Run 1, I/O nets highlighted:
Bar = 50 um.
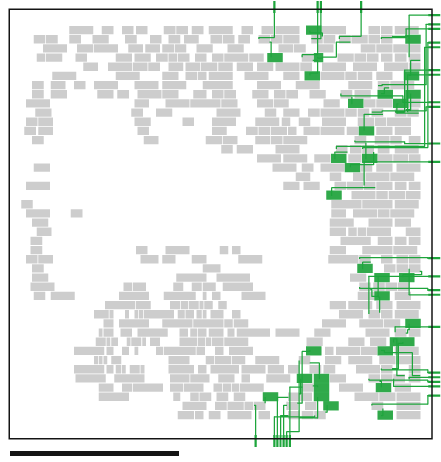
Run 1, sequential cells coloured by netlist name:
Bar = 50 um. Other sequential cells in the stronger grey, the rest of the logic in the fainter grey.
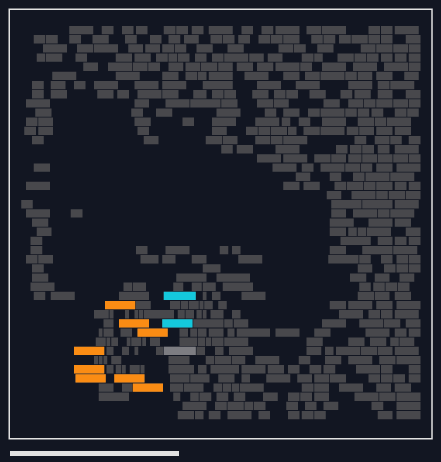
Run 1, routing congestion:
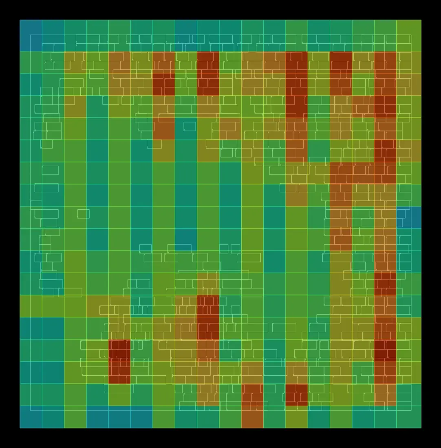
==> config.mk <==
export PLATFORM = sky130hd
export DESIGN_NAME = wb_rr_arbiter
export DESIGN_NICKNAME = d
export VERILOG_FILES = /design/src/rtl/wb_rr_arbiter.sv
export SDC_FILE = /design/constraint.sdc
export NUM_CORES = 1
export LEC_CHECK = 0
export CAP_MARGIN = 10
export CORE_AREA = 3 3 122 124
export DETAILED_ROUTE_END_ITERATION = 8
export DIE_AREA = 0 0 125 127
export HOLD_SLACK_MARGIN = 0.1
export PLACE_DENSITY = 0.6
export SYNTH_ARGS = -nofsm -noshare
export SYNTH_HDL_FRONTEND = slang
export SYNTH_SLANG_ARGS = --single-unit
export TNS_END_PERCENT = 100
==> constraint.sdc <==
create_clock -name clk -period 2 [get_ports clk]
set_input_delay 0.2 -clock clk [delete_from_list [all_inputs] [get_ports clk]]
set_output_delay 0.2 -clock clk [all_outputs]
set_load 0.1 [all_outputs]
==> src/rtl/wb_rr_arbiter.sv <==
// Two-master Wishbone arbiter for one shared slave: round-robin on contention,
// grant held for the whole cycle, and a watchdog that aborts stalled strobes with err.
`timescale 1ns/1ps

module wb_rr_arbiter #(
   parameter int adr_width = 32,
   parameter int timeout   = 255
) (
   input  logic                 clk,
   input  logic                 reset_n,
   input  logic [adr_width-1:0] m0_adr_i,
   input  logic [31:0]          m0_dat_i,
   output logic [31:0]          m0_dat_o,
   input  logic [3:0]           m0_sel_i,
   input  logic                 m0_we_i,
   input  logic                 m0_cyc_i,
   input  logic                 m0_stb_i,
   output logic                 m0_ack_o,
   output logic                 m0_err_o,
   output logic                 m0_rty_o,
   input  logic [adr_width-1:0] m1_adr_i,
   input  logic [31:0]          m1_dat_i,
   output logic [31:0]          m1_dat_o,
   input  logic [3:0]           m1_sel_i,
   input  logic                 m1_we_i,
   input  logic                 m1_cyc_i,
   input  logic                 m1_stb_i,
   output logic                 m1_ack_o,
   output logic                 m1_err_o,
   output logic                 m1_rty_o,
   output logic [adr_width-1:0] s_adr_o,
   output logic [31:0]          s_dat_o,
   input  logic [31:0]          s_dat_i,
   output logic [3:0]           s_sel_o,
   output logic                 s_we_o,
   output logic                 s_cyc_o,
   output logic                 s_stb_o,
   input  logic                 s_ack_i,
   input  logic                 s_err_i,
   input  logic                 s_rty_i,
   output logic [1:0]           gnt_o
);

   typedef enum logic [1:0] {IDLE = 2'd0, GNT0 = 2'd1, GNT1 = 2'd2} state_t;

   state_t state;
   state_t next_state;
   logic   last;
   logic   granted;
   logic   req_cyc;
   logic   req_stb;
   logic   term;
   logic   expire;

   always_comb begin
      granted = (state == GNT0) || (state == GNT1);
      req_cyc = (state == GNT1) ? m1_cyc_i : m0_cyc_i;
      req_stb = (state == GNT1) ? m1_stb_i : m0_stb_i;
      term    = s_ack_i | s_err_i | s_rty_i;
   end

   // Watchdog saturates at the limit by aborting, so the counter never wraps.
   if (timeout > 0) begin : g_wd
      localparam int CW = $clog2(timeout + 1);
      localparam logic [CW-1:0] LIMIT = CW'(timeout - 1);
      logic [CW-1:0] wd_count;

      assign expire = granted && req_stb && !term && (wd_count == LIMIT);

      always_ff @(posedge clk or negedge reset_n) begin
         if (!reset_n)
            wd_count <= '0;
         else if (!granted || term || next_state == IDLE)
            wd_count <= '0;
         else if (req_stb)
            wd_count <= wd_count + 1'b1;
      end
   end else begin : g_no_wd
      assign expire = 1'b0;
   end

   always_ff @(posedge clk or negedge reset_n) begin
      if (!reset_n) begin
         state <= IDLE;
         last  <= 1'b1;
      end else begin
         state <= next_state;
         if (granted && next_state == IDLE)
            last <= (state == GNT1);
      end
   end

   // Ties go to whichever master was not served last; a grant ends only when cyc drops or the watchdog fires.
   always_comb begin
      next_state = state;
      case (state)
         IDLE: begin
            if (m0_cyc_i && m1_cyc_i)
               next_state = last ? GNT0 : GNT1;
            else if (m0_cyc_i)
               next_state = GNT0;
            else if (m1_cyc_i)
               next_state = GNT1;
         end
         GNT0, GNT1: begin
            if (expire || !req_cyc)
               next_state = IDLE;
         end
         default: next_state = IDLE;
      endcase
   end

   always_comb begin
      gnt_o    = 2'b00;
      s_adr_o  = '0;
      s_dat_o  = '0;
      s_sel_o  = '0;
      s_we_o   = 1'b0;
      s_cyc_o  = 1'b0;
      s_stb_o  = 1'b0;
      m0_ack_o = 1'b0;
      m0_err_o = 1'b0;
      m0_rty_o = 1'b0;
      m1_ack_o = 1'b0;
      m1_err_o = 1'b0;
      m1_rty_o = 1'b0;
      m0_dat_o = s_dat_i;
      m1_dat_o = s_dat_i;
      case (state)
         GNT0: begin
            gnt_o    = 2'b01;
            s_adr_o  = m0_adr_i;
            s_dat_o  = m0_dat_i;
            s_sel_o  = m0_sel_i;
            s_we_o   = m0_we_i;
            s_cyc_o  = m0_cyc_i & ~expire;
            s_stb_o  = m0_stb_i & ~expire;
            m0_ack_o = s_ack_i;
            m0_err_o = s_err_i | expire;
            m0_rty_o = s_rty_i;
         end
         GNT1: begin
            gnt_o    = 2'b10;
            s_adr_o  = m1_adr_i;
            s_dat_o  = m1_dat_i;
            s_sel_o  = m1_sel_i;
            s_we_o   = m1_we_i;
            s_cyc_o  = m1_cyc_i & ~expire;
            s_stb_o  = m1_stb_i & ~expire;
            m1_ack_o = s_ack_i;
            m1_err_o = s_err_i | expire;
            m1_rty_o = s_rty_i;
         end
         default: ;
      endcase
   end

endmodule

==> impl_metrics.toml, run 1 <==
# flow metrics
[status]
run_status = "finished, violations left"
violations = "negative setup slack"

[power_and_ir_drop]
p_leak_uw = 0.00245
vdd_ir_drop_max_mv = 0.684
pwr_density_cell_mw_per_mm2 = 2160
fin_total_pwr_uw = 14400

[critical_path]
path_buffers = 2
timing.setup.critical_path_class = "reg -> out"
worstPathCellList = "inv_2 > ha_4 > or4b_4 > o21ai_4 > nor2_4 > buf_12"
largest_driver_fanout_on_the_critical_path = 3
max_stage_delay_ns = 0.49
critical_path_arrival_ns = 1.90
worstSetupStartpointType = "register"
endpoint_kind = "output pin"
critical-path-top-delay-family = "simple AND/OR/NAND/NOR gates"
worst_path_max_delay_cell = "sky130_fd_sc_hd__or4b_4"
required_ns = 1.80

[global_routing]
grt_start_max_net_pins = 49
grt_first_pass_wirelength_um = 17500
grt_antenna_before_repair = 0
first_global_vias = 3042
overflow = 0

[floorplanning]
die_width_um = 125
design.core.area_mm2 = 0.0139
dieHeight_um = 127
initCoreUtil = 0.171
rows = 43
die_area_mm2 = 0.0159

[detailed_routing]
drt-initial-drc-count = 50
drt_drc_violations_left = 0
viasPerCell = 4.42
drt_pass1_iterations = 4
wirelength_um = 13400
antenna_left = 0
num_vias = 2979

[cts]
cts-root-buf = "sky130_fd_sc_hd__clkbuf_16"
path_clk_slew_ns = 0.04
max-clock-path-buffers = 2
cts_tree = "built"
clock_insertion_delay_worst_skew_ns = 0.24
clock-sinks = 11
ctsHtreeMaxLevel = 1
post_cts_hold_buffer_count = 0
cts_buffers = 3

[sta]
finClkSkew_ns = 0.000631
setup_viol_count_final = 36
hold_viol_final = 0
setup_tns_ns = -0.963
worst-slew-pin-transition_ns = 0.525
ratio_of_final_minimum_period_to_clock_period = 1.05
rsz0062_at_grt = "true"
timing.fmax_ghz = 0.476
post_layout_worst_setup_margin_ns = -0.102
report.final.slew_viol_count = 0
slew-limit-headroom = 0.649
final_period_minus_worst_setup_slack_ns = 2.10

[flow_run]
tool_warnings = 35
maxCapViolCount = 0

[final_layout]
lay_top_count = "sky130_fd_sc_hd__clkdlybuf4s50_1"
drive_gt1_frac = 0.573
insertedDiodeCount = 0
mostFrequentLayoutCells = "sky130_fd_sc_hd__clkdlybuf4s50_1, sky130_fd_sc_hd__buf_12, sky130_fd_sc_hd__nor2b_4"
layout-area-overhead-vs-synth_pct = 182
fillerInstances = 1196
final_cell_count_no_fill = 674

[yosys]
top_cells_by_area = "sky130_fd_sc_hd__a22oi_1, sky130_fd_sc_hd__buf_4, sky130_fd_sc_hd__nor2b_1"
synthesis.area_mm2 = 0.00237
synth_largest_type_area_fraction = 0.218
post_synth_most_frequent_cells = "sky130_fd_sc_hd__nor2b_1, sky130_fd_sc_hd__a22oi_1, sky130_fd_sc_hd__buf_4"
number_of_nets_at_floorplan = 496
edf_count = 0
post_synth_num_cell_types = 41
synth.yosys.warnings = 0
syn-mean-instance-area_um2 = 7.67
largest_area_cell = "sky130_fd_sc_hd__a22oi_1"
synth_sequential_area_ratio = 0.117
ys.flop_type = "sky130_fd_sc_hd__dfrtp_1"
synth_chip_area_mm2 = 0.00237
postSynth.asyncResetShare = 1.00
ys_seq_elements = 11

[placed_design]
post-place-ws_ns = 0.0209
dpl.cell_count = 645
gp_congestion = 0.808
dp_hpwl_um = 9340
Back to the opening pictures, 'I/O nets highlighted':
| colour | port | bits | direction | edge | end cells | buffers | wire |
|---|---|---|---|---|---|---|---|
| green | m0_dat_i | 32 | input | 21 right, 7 bottom, 4 top | 32 | 32 | 900 um |
total of buffers placed on input and output ports: 225
Top Ports: 322

Back to the opening pictures, 'sequential cells coloured by netlist name':
| colour | signal | flops |
|---|---|---|
| orange | g_wd.wd_count | 8 |
| cyan | state | 2 |
not coloured: 1
sequential cell power: 285 uW
Flop area: 278 um^2
Seq/total area: 0.0415

Back to the opening pictures, 'routing congestion':
GR Util All Layers: 0.135
global-route layer with the greatest usage: met2
final cell utilization of the core: 0.482
grt met2 use: 0.252
post-detailed-route wirelength per cell: 19.9 um

[run 1: layout make-up]
type	count	area, um^2	share of cell area
clock buffer	4	78.8	0.0118
timing repair buffer	269	3650	0.546
sequential	11	278	0.0415
tap	180	225	0.0337
multi-input combinational	207	2440	0.365
inverter	3	11.3	0.00168
[run 1: routing by layer]
layer  vias up  track usage  wire length [um]
met5         -            0                 0
li1       1404            -                 -
met4         0       0.0319               255
met2       129        0.252              7160
met1      1419        0.158              5140
met3        27       0.0280               853
[run 1: what timing repair did]
| action | 4_1_cts | 5_1_grt |
|---|---|---|
| setup endpoints to repair | 33 | 80 |
| endpoints found under the hold margin | 0 | 0 |
| pin swaps | 7 | 10 |
| resized | 20 | 64 |
| gates cloned | 0 | 9 |
| setup buffers | 9 | 10 |
[run 1: flip-flops by register name (all words and copies together) (netlist names)]
name           cells
g_wd.wd_count      8
state              2
last               1
[run 1: worst reg2reg max path, cell delays in order (launching register included)]
cell and delay (ns):
sky130_fd_sc_hd__dfrtp_2 0.36, sky130_fd_sc_hd__inv_2 0.05, sky130_fd_sc_hd__ha_4 0.27, sky130_fd_sc_hd__or4b_4 0.49, sky130_fd_sc_hd__buf_4 0.16, sky130_fd_sc_hd__nor3_4 0.18, sky130_fd_sc_hd__a31oi_4 0.09, sky130_fd_sc_hd__nor3_2 0.19
[run 1: final timing paths]
| kind | to | startpoint | slack [ns] | depth (start not counted) |
|---|---|---|---|---|
| setup / recovery | s_stb_o | state[1] | -0.10 | 6 |
| hold / removal | g_wd.wd_count[3] | reset_n | 0.31 | 1 |
| setup reg to reg | g_wd.wd_count[0] | state[1] | 0.12 | 7 |
| hold reg to reg | g_wd.wd_count[7] | g_wd.wd_count[7] | 0.53 | 2 |
| max in group asynchronous | state[1] | reset_n | 1.31 | 1 |
| min in group clk | m0_dat_o[6] | s_dat_i[6] | 0.40 | 0 |
[run 1: cells by family (layout without fill, tap and decap cells)]
kind of cell / Yosys count / after routing / synth area share
and+or+nand+nor: 110 / 110 / 0.295
xor gates and xnor gates: 6 / 6 / 0.0222
DFF: 11 / 11 / 0.117
AOI/OAI and AO/OA: 79 / 79 / 0.255
muxes: 4 / 4 / 0.0195
adders and majority gates: 8 / 8 / 0.0422
buffers and inverters: 91 / 276 / 0.249
[run 1: stage by stage]
| stage | area [um^2] | hold WS (ns) |
|---|---|---|
| after global placement | 5850 | 0.401 |
| after global routing | 6690 | 0.343 |
| after detailed placement | 5850 | 0.401 |
| after CTS | 6100 | 0.328 |
| after floorplan | 3000 | -0.0956 |
| final | 6690 | 0.315 |
[run 1: report_power, final]
group	internal, uW	switching [uW]	leakage, uW
clock network	267	92.5	0.0000382
logic	5970	7810	0.00226
registers	263	21.9	0.000146
==> run 2, diff against run 1 <==
SKIP_LAST_GASP = 1   (was not set)
TNS_END_PERCENT = 30   (was 100)
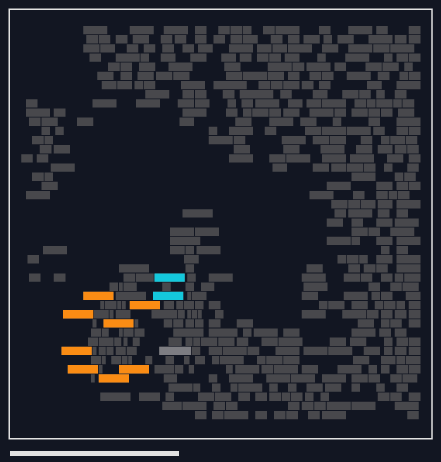
Run 2: sequential cells coloured by netlist name
Bar = 50 um. Other sequential cells in the stronger grey, the rest of the logic in the fainter grey.
| colour | signal | flops |
|---|---|---|
| orange | g_wd.wd_count | 8 |
| cyan | state | 2 |
not coloured: 1

==> run 2 against run 1 <==
- the flow still finishes with violations (negative setup slack)
- wire length shrank 9.5%
- clock-buffer cell count did not move
- via count is 2.0% lower
- largest cell class unchanged
- highest routed layer unchanged
- global-route usage rose by 0.53 points
- synthesized cell count is the same
- hold slack worse by 0.0047 ns
- clock power grew 3%
- synthesized area unchanged
- sequential cell count unchanged
- first-iteration DRC count increased by 74%
- fmax decreased by 2.0%
- combinational power fell by 9%
==> impl_metrics.toml, run 2 <==
# flow metrics
[status]
run_status = "finished, violations left"
violations = "negative setup slack"

[critical_path]
timing.setup.critical_path_class = "reg -> out"
worst_path_max_delay_cell = "sky130_fd_sc_hd__dfrtp_1"
endpoint_kind = "output pin"
worstPathCellList = "inv_2 > ha_4 > buf_6 > nor4b_4 > nand4_1 > nor2b_4 > nor2b_4 > buf_12"
required_ns = 1.80
critical_path_arrival_ns = 1.94
crit_start = "state[0]"
critical_path.reg2reg.startpoint = "state[0]"
r2r_setup_slack_ns = 0.03
largest_driver_fanout_on_the_critical_path = 2
path_buffers = 3
max_stage_delay_ns = 0.36

[sta]
post_layout_worst_setup_margin_ns = -0.144
final_period_minus_worst_setup_slack_ns = 2.14
hold_viol_final = 0
worst-slew-pin-transition_ns = 0.527
finClkSkew_ns = 0.00183
ratio_of_final_minimum_period_to_clock_period = 1.07
timing.fmax_ghz = 0.466
setup_tns_ns = -1.46
setup_viol_count_final = 44
report.final.slew_viol_count = 0
slew-limit-headroom = 0.647

[global_routing]
grt_antenna_before_repair = 0
overflow = 0
grt_first_pass_wirelength_um = 18200
first_global_vias = 3197
grt_start_max_net_pins = 72

[detailed_routing]
met2WireLength_um = 6560
viasPerCell = 4.42
avgRoutedWirePerCell_um = 18.4
drt_pass1_iterations = 4
drt_drc_violations_left = 0
met3WireLength_um = 850
antenna_left = 0
drt-initial-drc-count = 87

[final_layout]
lay_top_count = "sky130_fd_sc_hd__clkdlybuf4s50_1"
layout-area-overhead-vs-synth_pct = 163
drive_gt1_frac = 0.477
top_regs = "g_wd.wd_count: 8 flops, state: 2 flops, last: 1 flops"
fillerInstances = 1256
largest_register = "g_wd.wd_count"
mostFrequentLayoutCells = "sky130_fd_sc_hd__clkdlybuf4s50_1, sky130_fd_sc_hd__buf_12, sky130_fd_sc_hd__nor2b_4"
insertedDiodeCount = 0
largest_register_ff_count = 8

[yosys]
post_synth_most_frequent_cells = "sky130_fd_sc_hd__nor2b_1, sky130_fd_sc_hd__a22oi_1, sky130_fd_sc_hd__buf_4"
synth_chip_area_mm2 = 0.00237
postSynth.asyncResetShare = 1.00
ys_seq_elements = 11
ys.flop_type = "sky130_fd_sc_hd__dfrtp_1"
synthesis.area_mm2 = 0.00237
edf_count = 0
synth_largest_type_area_fraction = 0.218
top_cells_by_area = "sky130_fd_sc_hd__a22oi_1, sky130_fd_sc_hd__buf_4, sky130_fd_sc_hd__nor2b_1"
synth.yosys.warnings = 0
synth_sequential_area_ratio = 0.117
largest_area_cell = "sky130_fd_sc_hd__a22oi_1"
syn-mean-instance-area_um2 = 7.67
post_synth_num_cell_types = 41

[power_and_ir_drop]
power.net_switching_uw = 7490
share_of_power_burned_in_registers = 0.021
vdd_ir_drop_max_mv = 1.11
power.clock.fraction = 0.028
fin_total_pwr_uw = 13200
power_frac_comb = 0.951
p_leak_uw = 0.00230

[floorplanning]
design.core.area_mm2 = 0.0139
initCoreUtil = 0.171
die_area_mm2 = 0.0159
die_width_um = 125
dieHeight_um = 127

[cts]
clock-sinks = 11
ctsHtreeMaxLevel = 1
cts_buffers = 3
max-clock-path-buffers = 2
clock_insertion_delay_worst_skew_ns = 0.24
path_clk_slew_ns = 0.04
cts-root-buf = "sky130_fd_sc_hd__clkbuf_16"

[flow_run]
tool_warnings = 35

[placed_design]
post-place-ws_ns = 0.00208
dp_hpwl_um = 9440
port_buffers = 225
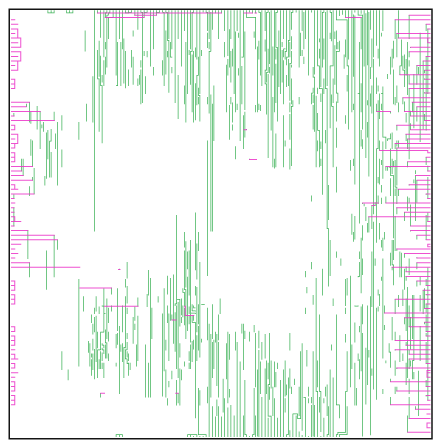
Run 2: wiring by layer
Two of the layers only.
| colour | layer | wire length |
|---|---|---|
| magenta | M3 | 850 um |
| green | M2 | 6,560 um |
GR Util All Layers: 0.140
Total Wirelength: 12,100 um

-- run 2: cell counts after synthesis --
Identical to the previous run, type by type.
-- run 2: layer usage --
layer | GRT usage | vias up
li1 | - | 1367
met1 | 0.163 | 1385
met2 | 0.260 | 130
met3 | 0.0272 | 37
met4 | 0.0408 | 0
met5 | 0 | -
-- run 2: kinds of logic (layout without fill, tap and decap cells) --
kind of cell               count (synthesis)  after routing  synth area share
and+or+nand+nor                          110            110             0.295
buffers and inverters                     91            262             0.249
DFF                                       11             11             0.117
AOI/OAI and AO/OA                         79             79             0.255
xor gates and xnor gates                   6              6            0.0222
adders and majority gates                  8              8            0.0422
muxes                                      4              4            0.0195
-- run 2: per-stage QoR --
step            util  hold WS, ns  instances  instance area (um^2)
2_1_floorplan      -      -0.0956        309                  2970
3_3_place_gp   0.424        0.401        647                  5880
3_5_place_dp   0.424        0.401        647                  5880
4_1_cts        0.443        0.334        656                  6150
5_1_grt        0.449        0.357        660                  6230
6_report       0.449        0.310        660                  6230
-- run 2: layout make-up --
type	count	area, um^2	share of cell area
clock buffer	4	78.8	0.0127
inverter	3	11.3	0.00181
sequential	11	277	0.0444
multi-input combinational	207	2250	0.361
tap	180	225	0.0362
timing repair buffer	255	3390	0.544
-- run 2: power by group through the flow --
| stage | Sequential, uW | Clock (uW) | Combinational (uW) |
|---|---|---|---|
| 2_1_floorplan | 299 | 0 | 8660 |
| 3_3_place_gp | 282 | 0 | 12100 |
| 3_5_place_dp | 283 | 0 | 12200 |
| 4_1_cts | 281 | 380 | 12600 |
| 5_1_grt | 285 | 394 | 13000 |
| 6_report | 283 | 370 | 12600 |
-- run 2: worst max path at each step --
stage | endpoint | slack, ns | cells past startpoint
2_1_floorplan | s_cyc_o | -0.26 | 7
3_3_place_gp | s_stb_o | 0.02 | 5
6_report | m1_err_o | -0.14 | 8
3_5_place_dp | s_stb_o | 0.002 | 5
5_1_grt | m0_err_o | -0.23 | 8
4_1_cts | m1_err_o | -0.15 | 8
-- run 2: repair_timing --
| action | CTS | global route |
|---|---|---|
| gates cloned | 2 | 0 |
| pin swaps | 2 | 1 |
| setup buffers | 3 | 4 |
| resized | 20 | 13 |
| endpoints found under the setup margin | 73 | 75 |
==> run 3, diff against run 2 <==
CORE_AREA = 3 3 124 126   (was 3 3 122 124)
DIE_AREA = 0 0 127 129   (was 0 0 125 127)
PLACE_DENSITY = 0.56   (was 0.6)
TNS_END_PERCENT = not set   (was 30)
clock period = 2.2 ns   (was 2 ns; I/O delays follow)
==> run 3 against run 2 <==
- the run now ends clean
- largest power group unchanged
- largest cell class unchanged
- total power down 14%
- via count down 1.4%
- critical path depth down 1
- wire length down 8.6%
- synthesized cell count unchanged
- clock skew up 0.0014 ns
==> impl_metrics.toml, run 3 <==
# flow metrics
[status]
run_status = "finished clean"

[yosys]
synth_sequential_area_ratio = 0.117
synth_chip_area_mm2 = 0.00237
post_synth_most_frequent_cells = "sky130_fd_sc_hd__nor2b_1, sky130_fd_sc_hd__a22oi_1, sky130_fd_sc_hd__buf_4"
synth.yosys.warnings = 0
syn-mean-instance-area_um2 = 7.67
ys.flop_type = "sky130_fd_sc_hd__dfrtp_1"
ys_seq_elements = 11
synth_largest_type_area_fraction = 0.218
synthesis.area_mm2 = 0.00237
edf_count = 0
post_synth_num_cell_types = 41
top_cells_by_area = "sky130_fd_sc_hd__a22oi_1, sky130_fd_sc_hd__buf_4, sky130_fd_sc_hd__nor2b_1"

[cts]
clock_insertion_delay_worst_skew_ns = 0.24
max-clock-path-buffers = 2
ctsHtreeMaxLevel = 1
cts-root-buf = "sky130_fd_sc_hd__clkbuf_16"
path_clk_slew_ns = 0.04

[floorplanning]
design.core.area_mm2 = 0.0144
dieHeight_um = 129
die_area_mm2 = 0.0164

[critical_path]
crit_start = "state[1]"
r2r_setup_slack_ns = 0.14
timing.setup.critical_path_class = "reg -> out"
largest_driver_fanout_on_the_critical_path = 47
required_ns = 1.98

[final_layout]
insertedDiodeCount = 0
mostFrequentLayoutCells = "sky130_fd_sc_hd__clkdlybuf4s50_1, sky130_fd_sc_hd__buf_12, sky130_fd_sc_hd__nor2b_4"
drive_gt1_frac = 0.411
top_regs = "g_wd.wd_count: 8 flops, state: 2 flops, last: 1 flops"
post-route-cell-area_mm2 = 0.00591
lay_top_count = "sky130_fd_sc_hd__clkdlybuf4s50_1"
final_cell_count_no_fill = 654
largest_register_ff_count = 8

[power_and_ir_drop]
power.net_switching_uw = 6560
vdd_ir_drop_max_mv = 0.729
fin_total_pwr_uw = 11400
power.clock.fraction = 0.029
power_frac_comb = 0.948
share_of_power_burned_in_registers = 0.023

[global_routing]
globalRouteMet3Util = 0.0320
met1_global_route_usage = 0.141
grt_first_pass_wirelength_um = 16500
grt_antenna_before_repair = 0
first_global_vias = 2933

[sta]
worst-slew-pin-transition_ns = 0.593
timing.fmax_ghz = 0.460
post_layout_worst_setup_margin_ns = 0.0265

[placed_design]
placement.cell_area_mm2 = 0.00575
post-place-ws_ns = 0.124
dp_hpwl_um = 9090
dpl.cell_count = 641

[detailed_routing]
antenna_left = 0
drt_drc_violations_left = 0
avgRoutedWirePerCell_um = 16.9

[flow_run]
tool_warnings = 35
==> run 3: netlist changes by cell type in the layout (fill, tap and decap cells not counted), sizes merged <==
cell / previous run / this run
buf: 109 / 99
==> run 3: area by class of cell <==
cell class | instances | area, um^2
Multi-Input combinational cell | 207 | 2110
Sequential cell | 11 | 277
Tap cell | 184 | 230
Timing Repair Buffer | 245 | 3210
Inverter | 3 | 11.3
Clock buffer | 4 | 78.8
Fill cell | 1378 | 8510
==> run 3: logic make-up (layout without fill, tap and decap cells) <==
kind of cell,Yosys count,count (layout),synth area share
AOI/OAI and AO/OA,79,79,0.255
and+or+nand+nor,110,110,0.295
xor gates and xnor gates,6,6,0.0222
adders and majority gates,8,8,0.0422
muxes,4,4,0.0195
buffers and inverters,91,252,0.249
DFF,11,11,0.117
==> run 3: metrics by stage <==
stage                util  TNS, ns  hold WS (ns)
global route        0.410   -0.109         0.369
floorplan               -    -1.10       -0.0756
CTS                 0.406  -0.0122         0.345
finish              0.410        0         0.324
global placement    0.399        0         0.441
detailed placement  0.399        0         0.441
==> run 3: layer usage <==
layer | up-vias | share of wire
met5 | - | 0
met4 | 0 | 0.025
met3 | 35 | 0.10
met2 | 188 | 0.51
met1 | 1306 | 0.37
li1 | 1349 | -
==> run 3: worst max-delay path, cell delays in order, from the launching register on <==
cell and delay [ns]:
sky130_fd_sc_hd__dfrtp_1 0.38, sky130_fd_sc_hd__buf_4 0.17, sky130_fd_sc_hd__ha_4 0.19, sky130_fd_sc_hd__buf_4 0.14, sky130_fd_sc_hd__buf_12 0.17, sky130_fd_sc_hd__a22oi_1 0.39
sky130_fd_sc_hd__nor2b_4 0.08, sky130_fd_sc_hd__buf_12 0.18
==> run 3: final timing paths <==
kind	to	cells after the start
hold / removal	g_wd.wd_count[7]	1
max in group asynchronous	last	1
setup / recovery	s_dat_o[14]	7
setup reg to reg	state[1]	8
min in group clk	m0_dat_o[10]	0
hold reg to reg	g_wd.wd_count[7]	2
==> run 3: what timing repair did <==
item	4_1_cts	5_1_grt
resized	1	2
setup buffers	3	6
setup endpoints to repair	27	5
pin swaps	1	3
==> run 3: power by group through the flow <==
stage,Sequential (uW),Clock (uW),Combinational (uW)
after floorplan,272,0,7880
after global placement,257,0,10700
after detailed placement,258,0,10700
after CTS,255,339,10800
after global routing,260,355,11200
final,257,333,10800
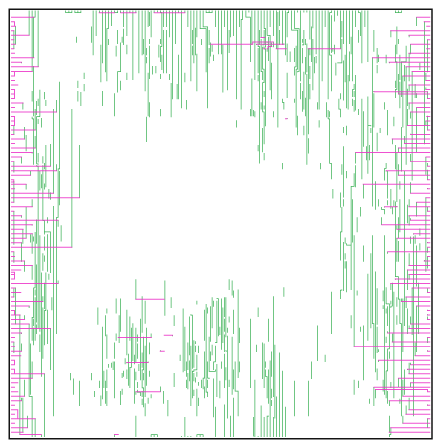
Run 3: wiring by layer
Two of the layers only.
| colour | layer | wire length |
|---|---|---|
| green | M2 | 5,630 um |
| magenta | M3 | 1,120 um |
number of vias in the routed layout: 2,878
GR Util All Layers: 0.123
Total Wirelength: 11,100 um

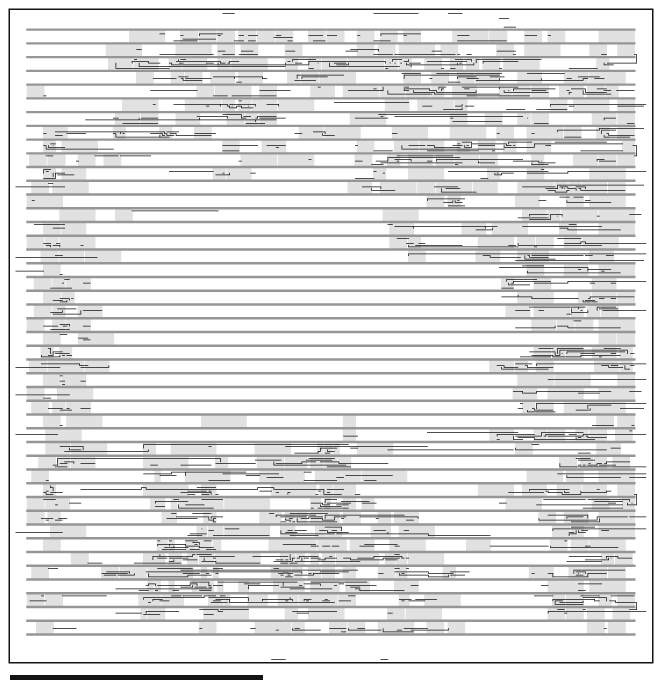
Run 3: metal 1
Bar = 50 um. Supply wires on this layer in grey. Cells faint in the background.
longest straight run: 46.9 um
nets with wire on the layer: 468

Power is estimated from default activity; no workload was simulated.
